$ cat src/rtl/porta_and_struct.sv
// -----------------------------------------------------------------------------
// porta_and_struct
//
// Purpose:
//   Bit-wise 2-input AND cell over a WIDTH-bit vector, built from one gate
//   primitive per bit. The combinational result y has zero latency. Around it
//   sit a registered copy of the result and a small activity monitor. With the
//   default WIDTH=1 this is a plain AND gate.
//
// Ports:
//   clk       in   1      system clock, rising edge
//   rst       in   1      asynchronous, active-high reset
//   a         in   WIDTH  operand A
//   b         in   WIDTH  operand B
//   y         out  WIDTH  combinational a AND b, bit-wise (valid during reset)
//   y_q       out  WIDTH  y sampled on clk
//   all_high  out  1      combinational reduction-AND of y
//   rise      out  1      registered one-cycle pulse on an all_high 0->1 edge
//   high_cnt  out  CNT_W  saturating count of cycles with all_high=1
// -----------------------------------------------------------------------------
module porta_and_struct #(
    parameter int WIDTH = 1,
    parameter int CNT_W = 8
) (
    input  logic             clk,
    input  logic             rst,
    input  logic [WIDTH-1:0] a,
    input  logic [WIDTH-1:0] b,
    output logic [WIDTH-1:0] y,
    output logic [WIDTH-1:0] y_q,
    output logic             all_high,
    output logic             rise,
    output logic [CNT_W-1:0] high_cnt
);

    localparam logic [CNT_W-1:0] CNT_ZERO = {CNT_W{1'b0}};
    localparam logic [CNT_W-1:0] CNT_MAX  = {CNT_W{1'b1}};
    localparam logic [CNT_W-1:0] CNT_ONE  = {{(CNT_W-1){1'b0}}, 1'b1};
    localparam logic [WIDTH-1:0] VEC_ZERO = {WIDTH{1'b0}};

    // Saturating increment: advance only when enabled and not yet at the top,
    // so the counter parks at all-ones instead of wrapping.
    function automatic logic [CNT_W-1:0] sat_inc(
        input logic [CNT_W-1:0] cnt,
        input logic             en
    );
        logic [CNT_W-1:0] res;
        if (en && (cnt != CNT_MAX)) begin
            res = cnt + CNT_ONE;
        end else begin
            res = cnt;
        end
        return res;
    endfunction

    // Gate-level result, one primitive per bit.
    wire [WIDTH-1:0] y_s;

    genvar gi;
    generate
        for (gi = 0; gi < WIDTH; gi++) begin : g_bit
            and u_and (y_s[gi], a[gi], b[gi]);
        end
    endgenerate

    logic             all_high_s;
    logic [WIDTH-1:0] y_q_q;
    logic [WIDTH-1:0] y_q_d;
    logic             prev_all_q;
    logic             prev_all_d;
    logic             rise_q;
    logic             rise_d;
    logic [CNT_W-1:0] high_cnt_q;
    logic [CNT_W-1:0] high_cnt_d;

    // Reduction over the gate outputs; for WIDTH=1 this is simply y.
    assign all_high_s = &y_s;

    // Next-state for the register copy and the activity monitor.
    always_comb begin
        y_q_d      = y_s;
        prev_all_d = all_high_s;
        // prev_all resets to 0, so all_high already high on the first edge
        // after reset still counts as a rising transition.
        rise_d     = all_high_s & ~prev_all_q;
        high_cnt_d = sat_inc(high_cnt_q, all_high_s);
    end

    // State registers, cleared immediately by the asynchronous reset.
    always_ff @(posedge clk or posedge rst) begin
        if (rst) begin
            y_q_q      <= VEC_ZERO;
            prev_all_q <= 1'b0;
            rise_q     <= 1'b0;
            high_cnt_q <= CNT_ZERO;
        end else begin
            y_q_q      <= y_q_d;
            prev_all_q <= prev_all_d;
            rise_q     <= rise_d;
            high_cnt_q <= high_cnt_d;
        end
    end

    assign y        = y_s;
    assign all_high = all_high_s;
    assign y_q      = y_q_q;
    assign rise     = rise_q;
    assign high_cnt = high_cnt_q;

endmodule

$ cat config.mk
export PLATFORM = sky130hd
export DESIGN_NAME = porta_and_struct
export DESIGN_NICKNAME = d
export VERILOG_FILES = /design/src/rtl/porta_and_struct.sv
export SDC_FILE = /design/constraint.sdc
export NUM_CORES = 1
export LEC_CHECK = 0
export ABC_CLOCK_PERIOD_IN_PS = 2800
export CAP_MARGIN = 40
export CORE_AREA = 5 5 42 44
export CTS_BUF_LIST = sky130_fd_sc_hd__clkbuf_8
export CTS_CLUSTER_DIAMETER = 200
export DETAILED_ROUTE_END_ITERATION = 6
export DIE_AREA = 0 0 47 49
export DONT_BUFFER_PORTS = 1
export SLEW_MARGIN = 20
export SYNTH_ARGS = -nofsm -noshare
export SYNTH_HDL_FRONTEND = slang
export SYNTH_SLANG_ARGS = --single-unit
$ cat constraint.sdc
create_clock -name clk -period 2.8 [get_ports clk]
set_input_delay 0.84 -clock clk [delete_from_list [all_inputs] [get_ports clk]]
set_output_delay 0.84 -clock clk [all_outputs]
set_load 0.05 [all_outputs]
Fig. 1: run 1, floorplan with the power grid
Pins as bars on the die edge.
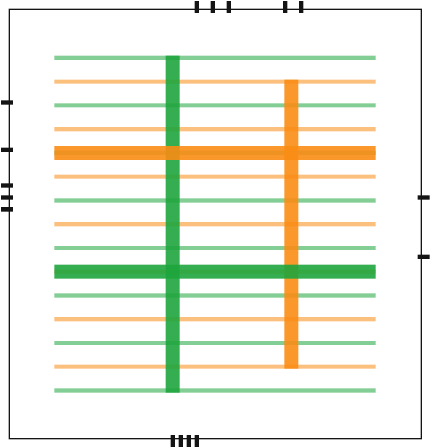
Key: orange = VDD; green = VSS
2 straps on met5. 16 signal pins sit on the boundary.

Fig. 2: run 1, placement by cell class
The bar under the picture is 10 µm long. Fill, decap, tap and diode cells in gray.
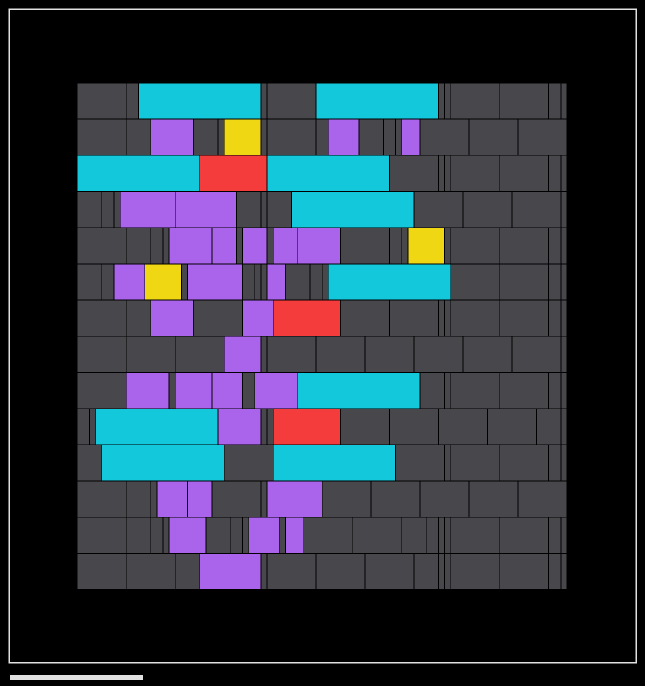
Key: purple = all other logic [cells 28]; yellow = other buffers and delay cells [cells 3]; red = cells driving clock nets [cells 3]; cyan = flops [cells 10]

Fig. 3: run 1, local utilization
The bar under the picture is 10 µm long. 9 x 10 tiles, from dark blue (low) to red (high), 0 to 100% covered.
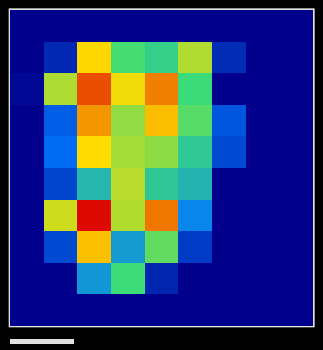
The fullest tile reaches 99%. The densest ninth of the die: middle. The mean over all tiles is 23%.

==> deck_impl_summary.md, run 1 <==
Physical Implementation Snapshot

Outcome
  – Outcome: finished, final reports clean

Pwr
  – Maximum vdd drop: 605 µV
  – Power per Cell Area: 1230 nW/µm²
  – Clock share of power: 21.0%
  – PnR Total Power: 0.674 mW
  – P_comb: 0.184 mW
  – P_clk: 0.142 mW
  – Flop pwr share: 51.7%
  – Leak Pwr: 0.239 nW
  – Seq pwr: 0.348 mW
  – Combinational power share: 27.3%
  – Max power group: sequential cells
  – Net Sw Frac: 48.5%
  – NetSw: 0.327 mW

Synth
  – Comb area leader: simple AND/OR/NAND/NOR gates
  – Yosys cell count: 39
  – Yosys Chip Area: 469 µm²
  – Register bit count reported by yosys: 10
  – Dominant cell type by area after synthesis: dfrtp_1
  – Max-area cell share: 53.3%
  – Syn_area_per_cell: approximately 12 µm²
  – Mux share: 4.80%
  – Main area contributors: dfrtp_1 (53%), xnor2_1 (7.5%), mux2_1 (4.8%)
  – Yosys simple share: 18.1%
  – Top FF cell, synth: dfrtp_1
  – Post-synth ARST share: 100%
  – Commonest cells in the netlist: dfrtp_1 (10), xnor2_1 (4), a21oi_1 (3)
  – Yosys cell types: 20
  – Cells after synthesis: 39
  – Synth Cell Area: 469 µm²
  – Synth Area in Adders: between 2 and 3%
  – Most frequent cell after synthesis: dfrtp_1
  – Syn. warnings: 0
  – Synthesized net count: 44
  – Number of enable flip-flop cells: 0

Routing
  – Vias: 331
  – First-pass iteration count of the detailed router: 3
  – DRC Markers: 0
  – Routed len/inst: around 15 µm
  – Max layer used: met4
  – WL met1: 360 µm
  – Met3 wire len: 91 µm
  – Total wire length: 875 µm
  – Vias per cell: between 5 and 6
  – Post-route ant nets: 0
  – DR iter-0 viols: 4
  – Metal2 WL: 398 µm

Clock network
  – CTS tree: done
  – Cts hold-fix bufs: 0
  – Post-CTS setup repair buffer count: 0
  – Clk Latency, worst-skew pair: 0.23 ns
  – PostCTS Resize Cnt: 0
  – Clock transition at the registers of the reported paths: 0.04 ns
  – CTS HTree Levels: 1
  – Root buffer cell: clkbuf_8
  – CTS Sinks: 10
  – Clock Tree Buf Depth: 2
  – CTS buffer count: 3

Run
  – Count of tool warnings: 26
  – Maxcap violations: 0

GRT
  – First-pass GRT wire length: ~1600 µm
  – GRT Residual Overflow: 0
  – Met1 Use GR: 10.5%
  – GRT met3 Usage: around 5.2%
  – GR peak layer: met2
  – Met2 Use GR: 13.3%
  – Vias in the first global route: 334
  – Largest net degree at the start of global routing: 11
  – GRT Util Overall: 9.62%
  – Initial antenna violation count: 0

STA
  – Measured slew at the worst slew-check pin: 0.657 ns
  – Final Setup Violations: 0
  – Fin crit period: 2.09 ns
  – Slew margin rel.: 56.2%
  – Worst Setup Slack, final: 0.710 ns
  – Fmax: 0.479 GHz
  – Final worst path period share: 74.6%
  – Worst Skew: 0.000869 ns
  – Max Slew Vio Count: 0
  – Worst hold slack: 0.467 ns
  – Final tally of hold violations: 0
  – Setup tns final: 0 ns
  – RSZ-0062 raised after global routing: no

Floorplanning
  – Initial Util: between 30 and 40%
  – Die Height: 49 µm
  – Die Wd: roughly 47 µm
  – Io pins: 16
  – Well tap count: 16
  – Row count: 14
  – Core area: 1400 µm²
  – Die ar.: around 2300 µm²

Setup path
  – Critical Path End Type: primary output
  – Max incr delay on CP: 0.30 ns
  – R2r worst-path depth: 4
  – Reg2reg start: high_cnt[1]
  – Crit path to: y
  – Kind of critical path: input port to primary output
  – Critical Path AT: 1.25 ns
  – Top delay family on crit path: buffers and inverters
  – Setup crit start kind: input port
  – CP Data Required Time: a little under 2 ns
  – Reg2reg end: high_cnt[1]
  – Crit path launch: a
  – Slowest CP cell: buf_4
  – WP buf/inv: 1
  – Crit-path cells: and2_1, buf_4
  – Stages on worst setup path: 2
  – Worst-path fanout max: 6

Cells and area
  – Most instantiated logic cells after routing: dfrtp_1 (10), xnor2_1 (4), a21oi_1 (3), clkbuf_8 (3), buf_4 (3)
  – Clock Buffer Count: 3
  – Bufs w/o clock: 3
  – Share of cells above drive strength 1: 20.5%
  – Sequential cell area: 250 µm²
  – # nets final: 51
  – Most frequent logic cell in the layout: dfrtp_1
  – Flop count: 10
  – Comb area share: 38.1%
  – Layout area overhead: 16.3%
  – Filler cell count in the final layout: 142
  – Clk cell area share: 7.57%
  – Number of diodes: 0
  – Finished Cell Area: 546 µm²
  – Multi-input combinational cell area: 208 µm²
  – Non-clock buffer share: 4.13%
  – Fin util: 38.9%
  – Max reg flops: 8
  – Top cell class by occupied area: sequential cells
  – Register share of the cell area: 45.9%
  – Fin cells: 60
  – Invs w/o clock: 1

Placement
  – Dpl cell area: 504 µm²
  – Pre-CTS WS: 0.710 ns
  – Buffers on Ports: 0
  – GP Congestion: 0.784
  – Placed insts: 57

Worst hold path
  – Hold Path Class: input port to async pin
==> run 2, diff against run 1 <==
- ABC_CLOCK_PERIOD_IN_PS: 2800 -> 1700
- clock period: 2.8 -> 1.7 ns (I/O delays scaled with it)
Fig. 4: run 2, local utilization
The bar under the picture is 10 µm long. 9 x 10 tiles, from dark blue (low) to red (high), 0 to 100% covered.
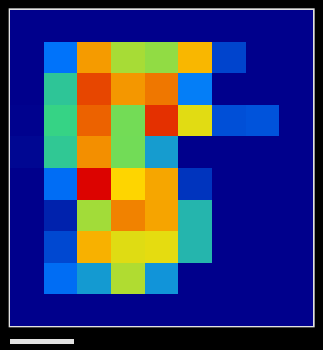
core area: 1400 µm²
fin util: 42.9%
Initial Util: 33.5%

==> run 2 against run 1 <==
  * Largest cell class unchanged
  * Final area grew 10%
  * Clock power up 110%
  * Critical path type unchanged
  * Largest power group is now combinational cells
  * Utilization increased by 3.9 points
==> deck_impl_summary.md, run 2 <==
Physical Implementation Snapshot

Routing
  – Max layer used: met4
  – Vias: 348 (+5.1%)
  – Total wire length: 962 µm (+9.9%)
  – First-pass iteration count of the detailed router: 4 (+1)
  – Routed len/inst: 14.6 µm (about the same)
  – WL met1: 389 µm (+8.1%)
  – DR iter-0 viols: 3 (-1)
  – Vias per cell: 5.27 (-4.4%)
  – Post-route ant nets: 0 (unchanged)
  – DRC Markers: 0 (unchanged)

Setup path
  – WP buf/inv: 0 (-1)
  – Top delay family on crit path: simple AND/OR/NAND/NOR gates
  – Reg2reg start: high_cnt[1]
  – Crit-path cells: and2_2
  – Crit path launch: a
  – Critical Path End Type: primary output
  – CP Data Required Time: 1.19 ns (-0.77 ns)
  – Critical Path AT: 1.02 ns (-0.23 ns)
  – Worst-path fanout max: 6 (unchanged)
  – R2r worst-path depth: 4 (unchanged)
  – Crit path to: all_high
  – Slowest CP cell: and2_2
  – Setup crit start kind: input port
  – Stages on worst setup path: 1 (-1)
  – Reg2reg end: high_cnt[1]

Synth
  – Syn. warnings: 0 (unchanged)
  – Cells after synthesis: 39 (unchanged)
  – Main area contributors: dfrtp_1 (53%), xnor2_1 (7.5%), mux2_1 (4.8%)
  – Synth Area in Adders: 2.67% (unchanged)
  – Post-synth ARST share: 100% (unchanged)
  – Yosys simple share: 18.1% (unchanged)
  – Register bit count reported by yosys: 10 (unchanged)
  – Top FF cell, synth: dfrtp_1
  – Most frequent cell after synthesis: dfrtp_1
  – Yosys cell types: 20 (unchanged)
  – Synthesized net count: 44 (unchanged)
  – Max-area cell share: 53.3% (unchanged)
  – Syn_area_per_cell: 12.0 µm² (unchanged)
  – Mux share: 4.80% (unchanged)
  – Commonest cells in the netlist: dfrtp_1 (10), xnor2_1 (4), a21oi_1 (3)
  – Synth Cell Area: 469 µm² (unchanged)
  – Number of enable flip-flop cells: 0 (unchanged)

GRT
  – GRT met3 Usage: 2.95% (-2.2 points)
  – Met1 Use GR: 13.5% (+3.0 points)
  – Met2 Use GR: 16.1% (+2.7 points)
  – GRT Residual Overflow: 0 (unchanged)
  – GRT Util Overall: 10.5% (+0.86 points)
  – GR peak layer: met2
  – Vias in the first global route: 371 (+11%)
  – Largest net degree at the start of global routing: 11 (unchanged)
  – Initial antenna violation count: 0 (unchanged)

Clock network
  – Cts hold-fix bufs: 0 (unchanged)
  – CTS tree: done
  – Root buffer cell: clkbuf_8
  – Clock transition at the registers of the reported paths: 0.05 ns (about the same)

Cells and area
  – Filler cell count in the final layout: 135 (-4.9%)
  – Layout area overhead: 28.0%
  – Non-clock buffer share: 10.0% (+5.9 points)
  – Most instantiated logic cells after routing: dfrtp_1 (8), buf_4 (8), xnor2_1 (4), clkbuf_8 (4), a21oi_1 (3)
  – Flop count: 10 (unchanged)
  – Bufs w/o clock: 8 (+5)
  – Clock Buffer Count: 4 (+1)
  – Clk cell area share: 9.17% (+1.6 points)
  – Sequential cell area: 253 µm² (+1.0%)
  – Max reg flops: 8 (unchanged)
  – Multi-input combinational cell area: 209 µm² (+0.60%)
  – Invs w/o clock: 1 (unchanged)
  – Comb area share: 34.8% (-3.3 points)
  – # nets final: 56 (+9.8%)
  – Share of cells above drive strength 1: 36.0% (+16 points)
  – Number of diodes: 0 (unchanged)
  – Fin cells: 66 (+10%)

STA
  – Final Setup Violations: 0 (unchanged)
  – Final tally of hold violations: 0 (unchanged)
  – Max Slew Vio Count: 0 (unchanged)
  – Worst Setup Slack, final: 0.170 ns (-0.540 ns)
  – Slew margin rel.: 61.4% (+5.2 points)
  – Measured slew at the worst slew-check pin: 0.579 ns (-0.0784 ns)
  – RSZ-0062 raised after global routing: no
  – Fmax: 0.654 GHz
  – Final worst path period share: about 90%
  – Fin crit period: 1.53 ns

Floorplanning
  – Die ar.: 2300 µm² (unchanged)
  – Die Height: 49 µm (unchanged)
  – Die Wd: 47 µm (unchanged)
  – Io pins: 16 (unchanged)
  – Well tap count: 16 (unchanged)

Run
  – Count of tool warnings: 26 (unchanged)

Placement
  – Pre-CTS WS: 0.0677 ns (-0.642 ns)
  – Buffers on Ports: 0 (unchanged)

Pwr
  – PnR Total Power: 1.26 mW (+86%)
  – NetSw: 0.568 mW (+74%)
  – Maximum vdd drop: 910 µV (+50%)
  – Combinational power share: 42.5% (+15 points)
  – P_comb: 0.534 mW (+190%)
  – Leak Pwr: 0.271 nW (+13%)
  – Net Sw Frac: 45.2% (-3.3 points)
  – Power per Cell Area: 2090 nW/µm² (+69%)
  – P_clk: 0.294 mW (+110%)
  – Seq pwr: 0.428 mW (+23%)

Worst hold path
  – Hold Path Class: input port to async pin

Outcome
  – Outcome: finished, final reports clean
No activity file was given, so power comes from the tool's default toggle rates.
